Run 1, cells colored by class:
Drawn at 4 px/um.
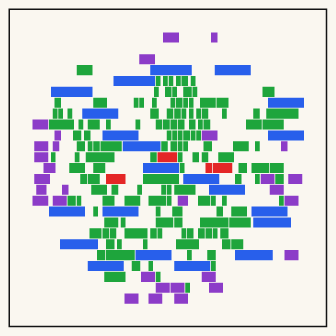
Run 1, routed clock nets over the placement:
Drawn at 6 px/um.
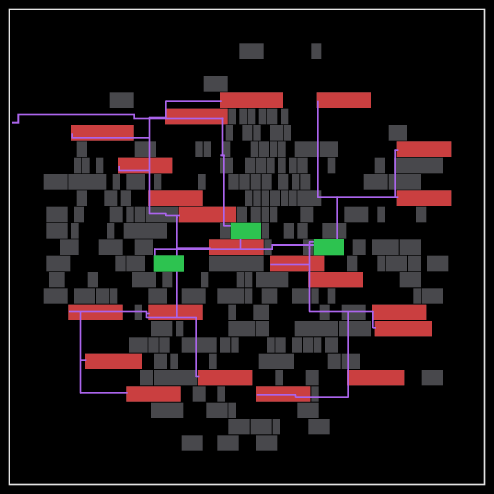
Run 1, the metal 3 layer:
Drawn at 4 px/um. Cells faint in the background.
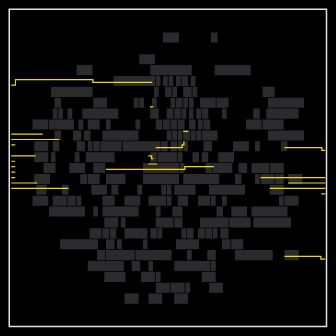
### src/rtl/sync_evt_pkg.sv
// Shared definitions for the synchronized-event scheduler: FSM encoding and
// sizing helpers used by the top and the round-robin picker.
package sync_evt_pkg;

  typedef enum logic {
    ST_IDLE = 1'b0,
    ST_REQ  = 1'b1
  } sched_state_e;

  function automatic int cnt_max(input int cnt_w);
    return (1 << cnt_w) - 1;
  endfunction

  function automatic int id_w(input int evt_num);
    return (evt_num <= 2) ? 1 : $clog2(evt_num);
  endfunction

endpackage

### src/rtl/sync_evt_rr_arb.sv
// Combinational rotate-priority picker: first asserted request found by
// scanning from ptr_i upward, wrapping at N.
module sync_evt_rr_arb #(
  parameter int N   = 4,
  parameter int IDW = 2
) (
  input  logic [N-1:0]   req_i,
  input  logic [IDW-1:0] ptr_i,
  output logic           gnt_vld_o,
  output logic [IDW-1:0] gnt_id_o
);

  int             idx;
  logic [IDW-1:0] sel;

  // Scan from the farthest offset down so the nearest hit to ptr_i wins last.
  always_comb begin
    gnt_vld_o = 1'b0;
    gnt_id_o  = '0;
    idx       = 0;
    sel       = '0;
    for (int k = N - 1; k >= 0; k--) begin
      idx = int'(ptr_i) + k;
      if (idx >= N) idx = idx - N;
      sel = IDW'(idx);
      if (req_i[sel]) begin
        gnt_vld_o = 1'b1;
        gnt_id_o  = sel;
      end
    end
  end

endmodule

### src/rtl/sync_evt_sched.sv
// Per-source saturating event queues served one at a time to a shared
// consumer over req/ack, round-robin between sources.
module sync_evt_sched
  import sync_evt_pkg::*;
#(
  parameter int  EVT_NUM = 4,
  parameter int  CNT_W   = 3,
  localparam int IDW     = id_w(EVT_NUM)
) (
  input  logic               cpuclk,
  input  logic               cpurst_b,
  input  logic [EVT_NUM-1:0] evt_pulse,
  input  logic [EVT_NUM-1:0] evt_en,
  output logic               sched_req,
  output logic [IDW-1:0]     sched_id,
  input  logic               sched_ack,
  output logic [EVT_NUM-1:0] pend_vld,
  output logic [EVT_NUM-1:0] ovf_flag,
  input  logic [EVT_NUM-1:0] ovf_clr,
  output logic               busy,
  output logic               dbg_state
);

  localparam logic [CNT_W-1:0] CNT_MAX = CNT_W'(cnt_max(CNT_W));

  // Handshake: sched_req rises with sched_id stable and stays high until the
  // cycle sched_ack is sampled high; that cycle is the transfer. sched_ack
  // outside a request is ignored.
  sched_state_e     state_q, state_d;
  logic [IDW-1:0]   sched_id_q, sched_id_d;
  logic [IDW-1:0]   rr_ptr_q, rr_ptr_d;
  logic [CNT_W-1:0] cnt_q [EVT_NUM];
  logic [CNT_W-1:0] cnt_d [EVT_NUM];
  logic [EVT_NUM-1:0] ovf_q, ovf_d, ovf_set;
  logic [EVT_NUM-1:0] inc_v, dec_v;
  logic               ack_acc;
  logic               gnt_vld;
  logic [IDW-1:0]     gnt_id;

  assign ack_acc = (state_q == ST_REQ) && sched_ack;
  assign inc_v   = evt_pulse & evt_en;

  always_comb begin
    dec_v = '0;
    for (int i = 0; i < EVT_NUM; i++) begin
      dec_v[i] = ack_acc && (sched_id_q == IDW'(i));
    end
  end

  // A simultaneous arrival and service cancel out and never count as overflow.
  always_comb begin
    ovf_set = '0;
    for (int i = 0; i < EVT_NUM; i++) begin
      cnt_d[i] = cnt_q[i];
      if (inc_v[i] && !dec_v[i]) begin
        if (cnt_q[i] == CNT_MAX) ovf_set[i] = 1'b1;
        else                     cnt_d[i]   = cnt_q[i] + 1'b1;
      end else if (dec_v[i] && !inc_v[i]) begin
        cnt_d[i] = cnt_q[i] - 1'b1;
      end
    end
    ovf_d = (ovf_q & ~ovf_clr) | ovf_set;
  end

  always_comb begin
    pend_vld = '0;
    for (int i = 0; i < EVT_NUM; i++) begin
      pend_vld[i] = (cnt_q[i] != '0);
    end
  end

  sync_evt_rr_arb #(
    .N   (EVT_NUM),
    .IDW (IDW)
  ) u_arb (
    .req_i     (pend_vld),
    .ptr_i     (rr_ptr_q),
    .gnt_vld_o (gnt_vld),
    .gnt_id_o  (gnt_id)
  );

  always_comb begin
    state_d    = state_q;
    sched_id_d = sched_id_q;
    rr_ptr_d   = rr_ptr_q;
    case (state_q)
      ST_IDLE: begin
        if (gnt_vld) begin
          sched_id_d = gnt_id;
          state_d    = ST_REQ;
        end
      end
      ST_REQ: begin
        if (sched_ack) begin
          rr_ptr_d = (sched_id_q == IDW'(EVT_NUM - 1)) ? '0 : sched_id_q + 1'b1;
          state_d  = ST_IDLE;
        end
      end
      default: state_d = ST_IDLE;
    endcase
  end

  always_ff @(posedge cpuclk or negedge cpurst_b) begin
    if (!cpurst_b) begin
      state_q    <= ST_IDLE;
      sched_id_q <= '0;
      rr_ptr_q   <= '0;
      ovf_q      <= '0;
      for (int i = 0; i < EVT_NUM; i++) cnt_q[i] <= '0;
    end else begin
      state_q    <= state_d;
      sched_id_q <= sched_id_d;
      rr_ptr_q   <= rr_ptr_d;
      ovf_q      <= ovf_d;
      for (int i = 0; i < EVT_NUM; i++) cnt_q[i] <= cnt_d[i];
    end
  end

  assign sched_req = (state_q == ST_REQ);
  assign sched_id  = sched_id_q;
  assign ovf_flag  = ovf_q;
  assign busy      = sched_req | (|pend_vld);
  assign dbg_state = state_q;

endmodule

### config.mk
export PLATFORM = sky130hd
export DESIGN_NAME = sync_evt_sched
export DESIGN_NICKNAME = d
export VERILOG_FILES = /design/src/rtl/sync_evt_pkg.sv /design/src/rtl/sync_evt_rr_arb.sv /design/src/rtl/sync_evt_sched.sv
export SDC_FILE = /design/constraint.sdc
export NUM_CORES = 1
export LEC_CHECK = 0
export ABC_AREA = 1
export CAP_MARGIN = 0
export CORE_MARGIN = 5
export CORE_UTILIZATION = 30
export CTS_CLUSTER_DIAMETER = 40
export CTS_CLUSTER_SIZE = 8
export DETAILED_ROUTE_END_ITERATION = 16
export GPL_ROUTABILITY_DRIVEN = 0
export GPL_TIMING_DRIVEN = 0
export PLACE_DENSITY = 0.55
export SYNTH_ARGS = -nofsm -noshare
export SYNTH_HDL_FRONTEND = slang
export SYNTH_SLANG_ARGS = --single-unit
### constraint.sdc
create_clock -name cpuclk -period 2 [get_ports cpuclk]
set_clock_uncertainty 0.1 [all_clocks]
set_input_delay 0.4 -clock cpuclk [delete_from_list [all_inputs] [get_ports cpuclk]]
set_output_delay 0.4 -clock cpuclk [all_outputs]
set_load 0.1 [all_outputs]
==> flow_summary_export.csv, run 1 <==
group,metric,value,unit
floorplan,die_area,6230,um2
floorplan,pin_count,28,
yosys,ys_area,1430,um2
place,portBuffers,27,
grt,track_usage,11.3,%
cts,root_buffer,"clkbuf_8",
setup_path,reg2reg_depth,6,
status,status,"finished, final reports clean",
sta,hold_ws,429,ps
floorplan,die_h,79.0,um
sta,setup_viol,0,
floorplan,die_width,79.0,um
yosys,ys_ff,21,
cts,post-cts-setup-buffer-count,1,
setup_path,ff2ff_setup_slack,60,ps
setup_path,crit_type,"flip-flop to primary output",
setup_path,cp-end-kind,"primary output",
setup_path,crit_buf_inv,1,
grt,grt_max_degree,22,
place,place_ws,-585,ps
yosys,ys_seq_share,36.8,%
yosys,synthXorXnorAreaFrac,4.91,%
run,warnings,32,
setup_path,path_cells,"clkdlybuf4s15_1",
route,wirelength,3.19,mm
sta,period_used_share,97.0,%
final_layout,nNetsFinal,224,
worst_hold_path,hold_class,"input pin to flip-flop",
sta,layout_min_cycle_time,1940,ps
setup_path,cp_slowest_cell,"clkdlybuf4s15_1",
pwr,powerDensity,1730,nW/um2
cts,cts_buffers,3,
place,dp_cells,249,
yosys,syn_inst,168,
route,drt_iter0_markers,30,
final_layout,lay_top_count,"nand2_1",
sta,relSlewSlack,31.0,%
yosys,synth.cellmix.simpleShare,28.2,%
yosys,fp_nets,191,
setup_path,arrival,1440,ps
yosys,ys_sh_mux,5.00,%
final_layout,drive_gt1_share,32.0,%
setup_path,worstSetupStartpointType,"flip-flop",
setup_path,r2r-end,"cnt_q[10]",
sta,worst_slack,59.5,ps
cts,cts_hold_buf,0,
route,viasPerCell,4.62,
yosys,avgSynthCellArea,8.49,um2
grt,grt_pass1_vias,1222,
grt,overflow,0,
setup_path,cp-startpoint,"ovf_flag[0]",
run,max-cap-violations,0,
cts,max-clock-path-buffers,2,
grt,grt_pass1_wl,5.60,mm
worst_hold_path,worstHoldStart,"sched_ack",
place,dp_hpwl,2.37,mm
yosys,synthAoiAreaFrac,7.37,%
final_layout,antenna_cells,0,
final_layout,final_cells,254,
grt,grt_antenna_before_repair,0,
setup_path,cp.depth,1,
pwr,ir_drop,0.913,mV
cts,htree_levels,1,
yosys,area_leaders,"dfrtp_1 (37%), nand3_1 (10%), nand2_1 (8.9%)",
route,drc,0,
final_layout,mostFrequentLayoutCells,"nand2_1 (32), nand3_1 (27), inv_1 (17)",
route,drtPass1Iterations,6,
final_layout,fin_util,40.8,%
sta,grt_setup_unrepaired,"true",
About 'cells colored by class':
- purple: remaining buffers and delay cells (cells 30; share of their area 15%)
- blue: sequential cells (cells 21; share of their area 30%)
- red: clock drivers and dummy loads (cells 4; share of their area 2.5%)
- green: combinational and other logic (cells 145; share of their area 53%)
Site Rows: 25
total core area: 4660 um2

About 'routed clock nets over the placement':
- green: clock drivers (count 3)
- purple: clock wires (length 338 um)
- red: flip-flops (count 21)
- routed clock nets: 4
clock network fraction of total power: 8.6%
clk pwr: 0.284 mW
Worst-Skew Late Latency: 260 ps

About 'the metal 3 layer':
- main direction: horizontal
- wire length on this layer: 186 um
met3 GRT Util: 4.08%
vias: 1173

==> run 1: registers in the layout (all words and copies together) (netlist names) <==
signal / flops
cnt_q: 12
dbg_state: 1
ovf_flag: 4
sched_id: 2
rr_ptr_q: 2
==> run 1: final cells by class <==
type                            instances  area (um2)
Sequential cell                        21         542
Inverter                               26         103
Tap cell                               54        67.6
Multi-Input combinational cell        119         865
Clock inverter                          1        5.00
Clock buffer                            3        41.3
Timing Repair Buffer                   28         258
Buffer                                  2        18.8
Fill cell                             481        2760
==> run 1: how the worst max path moves through the flow <==
stage,endpoint,slack [ps]
after CTS,pend_vld[3],-7
final,ovf_flag[0],60
after global routing,busy,-2
after detailed placement,busy,-580
after floorplan,cnt_q[5],-30
after global placement,busy,-570
==> run 1: report_power, final <==
| part | switching, mW | internal, mW |
|---|---|---|
| clock network | 0.145 | 0.139 |
| registers | 0.288 | 0.648 |
| logic | 1.41 | 0.660 |
| total | 1.84 | 1.45 |
==> run 1: routing by layer <==
layer	wire length (um)	share of wire [%]	vias up	track usage, %
met5	0	0	-	0
met4	6	0.19	0	1.55
met3	186	5.8	2	4.08
met2	1500	47	29	19.0
met1	1490	47	537	14.2
li1	-	-	605	-
==> run 1: per-stage QoR <==
stage          setup TNS (ps)  instance area (um2)
2_1_floorplan            -121                 1470
3_3_place_gp            -3480                 1810
3_5_place_dp            -3570                 1810
4_1_cts                 -7.02                 1870
5_1_grt                 -2.21                 1900
6_report                    0                 1900
==> run 1: Yosys cell counts (all sizes together) <==
cell type,count
a21oi,1
a31oi,1
buf,2
dfrtp,21
fa,4
ha,4
inv,26
mux2,5
nand2,43
nand3,29
nand4,1
nor2,8
nor3,2
o21ai,7
o22ai,4
o31ai,1
or2,1
xor2,8
Run 1, wires at chosen ports, followed through buffers:
Drawn at 6 px/um.
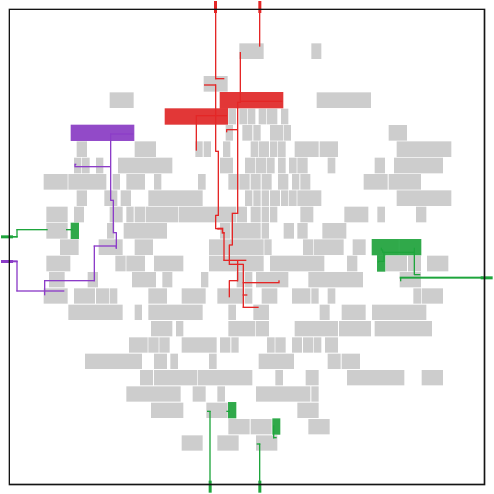

--- run 2 (diff from run 1) ---
CTS_BUF_LIST = sky130_fd_sc_hd__clkbuf_16   (was unset)
PLACE_DENSITY = unset   (was 0.55)
Run 2, wires at chosen ports, followed through buffers:
Drawn at 6 px/um.
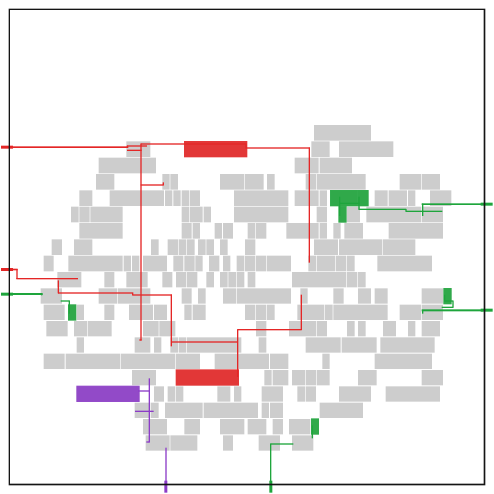
- purple: `dbg_state` (bits 1; direction output; edge bottom; end cells 1; buffers 1; wire 21.4 um)
- red: `sched_id` (bits 2; direction output; edge left; end cells 2; buffers 2; wire 187 um)
- green: `evt_pulse` (bits 4; direction input; edge 2 right, 1 bottom, 1 left; end cells 6; buffers 4; wire 70.3 um)
IO buf count: 27
io pins: 28

Run 2, the metal 3 layer:
Drawn at 4 px/um. Cells faint in the background.
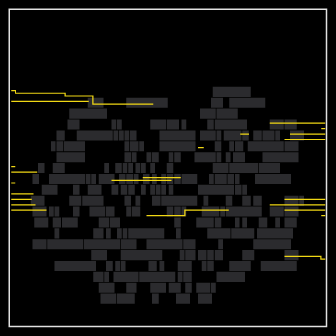
- nets with wire on the layer: 22
- main direction: horizontal
vias: 1170
met3 GRT Util: 3.85%

==> flow_summary_export.csv, run 2 <==
group,metric,value,unit
route,ant_nets,0,
yosys,syn_inst,168,
floorplan,die_h,79.0,um
route,drtPass1Iterations,4,
route,wl_met3,215,um
final_layout,finalInstanceArea,1940,um2
run,warnings,31,
final_layout,regMostFlops,"cnt_q",
cts,ctsResizeCount,44,
route,viasPerCell,4.57,
sta,hold_ws,369,ps
sta,drv_slew,0,
final_layout,nNetsFinal,226,
yosys,ff_type,"dfrtp_1",
pwr,powerDensity,1760,nW/um2
pwr,ir_drop,1.06,mV
sta,period_used_share,97.1,%
setup_path,worstPathRequired,1500,ps
yosys,synth_top_cell_by_area,"dfrtp_1",
setup_path,cp_top_family,"buffers and inverters",
route,wl_met1,1.40,mm
route,drc,0,
pwr,p_leak,0.924,nW
cts,max-clock-path-buffers,2,
yosys,yosys.cell_count.top_type,"nand2_1",
grt,track_usage,10.4,%
final_layout,area_growth,36.1,%
floorplan,initCoreUtil,30.6,%
grt,grt_antenna_before_repair,0,
cts,root_buffer,"clkbuf_16",
setup_path,cp_slowest_cell,"dlygate4sd2_1",
grt,overflow,0,
yosys,synthDominantCellAreaShare,36.8,%
setup_path,crit_type,"flip-flop to primary output",
place,dpl_cell_area,1810,um2
final_layout,lay_top_count,"nand2_1",
final_layout,final_cells,256,
setup_path,path_cells,"dlygate4sd2_1",
yosys,fp_nets,191,
yosys,ys_ff,21,
grt,grt_max_degree,22,
yosys,ys_area,1430,um2
final_layout,antenna_cells,0,
yosys,area_leaders,"dfrtp_1 (37%), nand3_1 (10%), nand2_1 (8.9%)",
floorplan,rows,25,
sta,max_freq,515,MHz
route,wirelength,3.02,mm
cts,cts_tree,"yes",
setup_path,worstSetupStartpointType,"flip-flop",
floorplan,coreArea,4660,um2
yosys,netlist_area,1430,um2
yosys,async_flop_share,100,%
route,drt_iter0_markers,59,
yosys,edf_count,0,
grt,grt_pass1_vias,1120,
cts,cts_buffers,3,
run,max-cap-violations,0,
setup_path,cp-end-kind,"primary output",
sta,tightest_slew,987,ps
cts,cts.sink_count,21,
sta,relSlewSlack,34.0,%
route,top_layer,"met4",
cts,cts_hold_buf,0,
yosys,synth.distinct_cells,27,
sta,hold_violations,0,
cts,path_clk_slew,60,ps
cts,htree_levels,1,
route,wire_per_inst,11.8,um
final_layout,mostFrequentLayoutCells,"nand2_1 (32), nand3_1 (28), inv_1 (17)",
yosys,avgSynthCellArea,8.49,um2
yosys,synthTopCellsByCount,"nand2_1 (34), nand3_1 (29), dfrtp_1 (21), inv_1 (20)",
grt,grt_pass1_wl,5.16,mm
place,dp_hpwl,2.34,mm
sta,layout_min_cycle_time,1940,ps
sta,setup_viol,0,
setup_path,path_max_fanout,2,
worst_hold_path,hold_class,"input pin to flip-flop",
yosys,ys_seq_share,36.8,%
setup_path,slowest_delay,850,ps
final_layout,drive_gt1_share,31.7,%
place,dp_cells,249,
yosys,yosysWarningCount,0,
yosys,ys_cells,168,
floorplan,die_width,79.0,um
pwr,power.total,3.42,mW
route,dr_wl_met2,1.39,mm
status,status,"finished, final reports clean",
cts,post-cts-setup-buffer-count,2,
setup_path,arrival,1440,ps
sta,fin_tns_setup,0,ps
setup_path,crit_buf_inv,1,
floorplan,die_area,6230,um2
cts,clock.latency.late_pin,260,ps
final_layout,largest_register_ff_count,12,
-- run 2: cell counts after synthesis --
Identical to the previous run, type by type.
-- run 2: per-layer routing --
metal,GRT usage (%),up-vias
met4,2.58,0
li1,-,605
met3,3.85,2
met2,16.3,28
met5,0,-
met1,13.7,535
-- run 2: logic make-up (layout without fill, tap and decap cells) --
group	after synthesis	in the layout	share of synthesized area, %
compound gates	14	14	7.37
xor+xnor	8	8	4.91
fa+ha+maj	8	8	9.12
buf+inv	28	62	8.51
flops	21	21	36.8
mux	5	5	5.00
simple gates	84	84	28.2
-- run 2: final timing paths --
| check | startpoint | endpoint | slack [ps] | depth (start not counted) |
|---|---|---|---|---|
| worst min-delay path | sched_ack | dbg_state | 370 | 2 |
| worst max-delay path | ovf_flag[0] | ovf_flag[0] | 60 | 1 |
| max in group asynchronous | cpurst_b | dbg_state | 490 | 1 |
| worst max register to register | sched_id[0] | cnt_q[2] | 100 | 7 |
| min in group asynchronous | cpurst_b | cnt_q[10] | 590 | 1 |
| worst min register to register | ovf_flag[2] | ovf_flag[2] | 430 | 2 |
-- run 2: power by group --
part / switching, mW / internal, mW
clock network: 0.158 / 0.267
logic: 1.40 / 0.671
registers: 0.277 / 0.647
total: 1.83 / 1.58
-- run 2: area by class of cell --
type | count | area, um2
sequential | 21 | 541
tap | 54 | 67.6
inverter | 26 | 103
clock buffer | 3 | 75.1
fill | 476 | 2720
buffer | 2 | 18.8
timing repair buffer | 30 | 280
multi-input combinational | 119 | 853
clock inverter | 1 | 3.75
-- run 2: through the flow --
step / setup slack (ps) / util (%)
3_3_place_gp: -610 / 38.8
6_report: 57.4 / 41.7
5_1_grt: -23.9 / 41.7
3_5_place_dp: -610 / 38.8
2_1_floorplan: -33.1 / -
4_1_cts: -2.18 / 41.0
Power figures rest on the tool's default switching activity, not on a simulated workload.
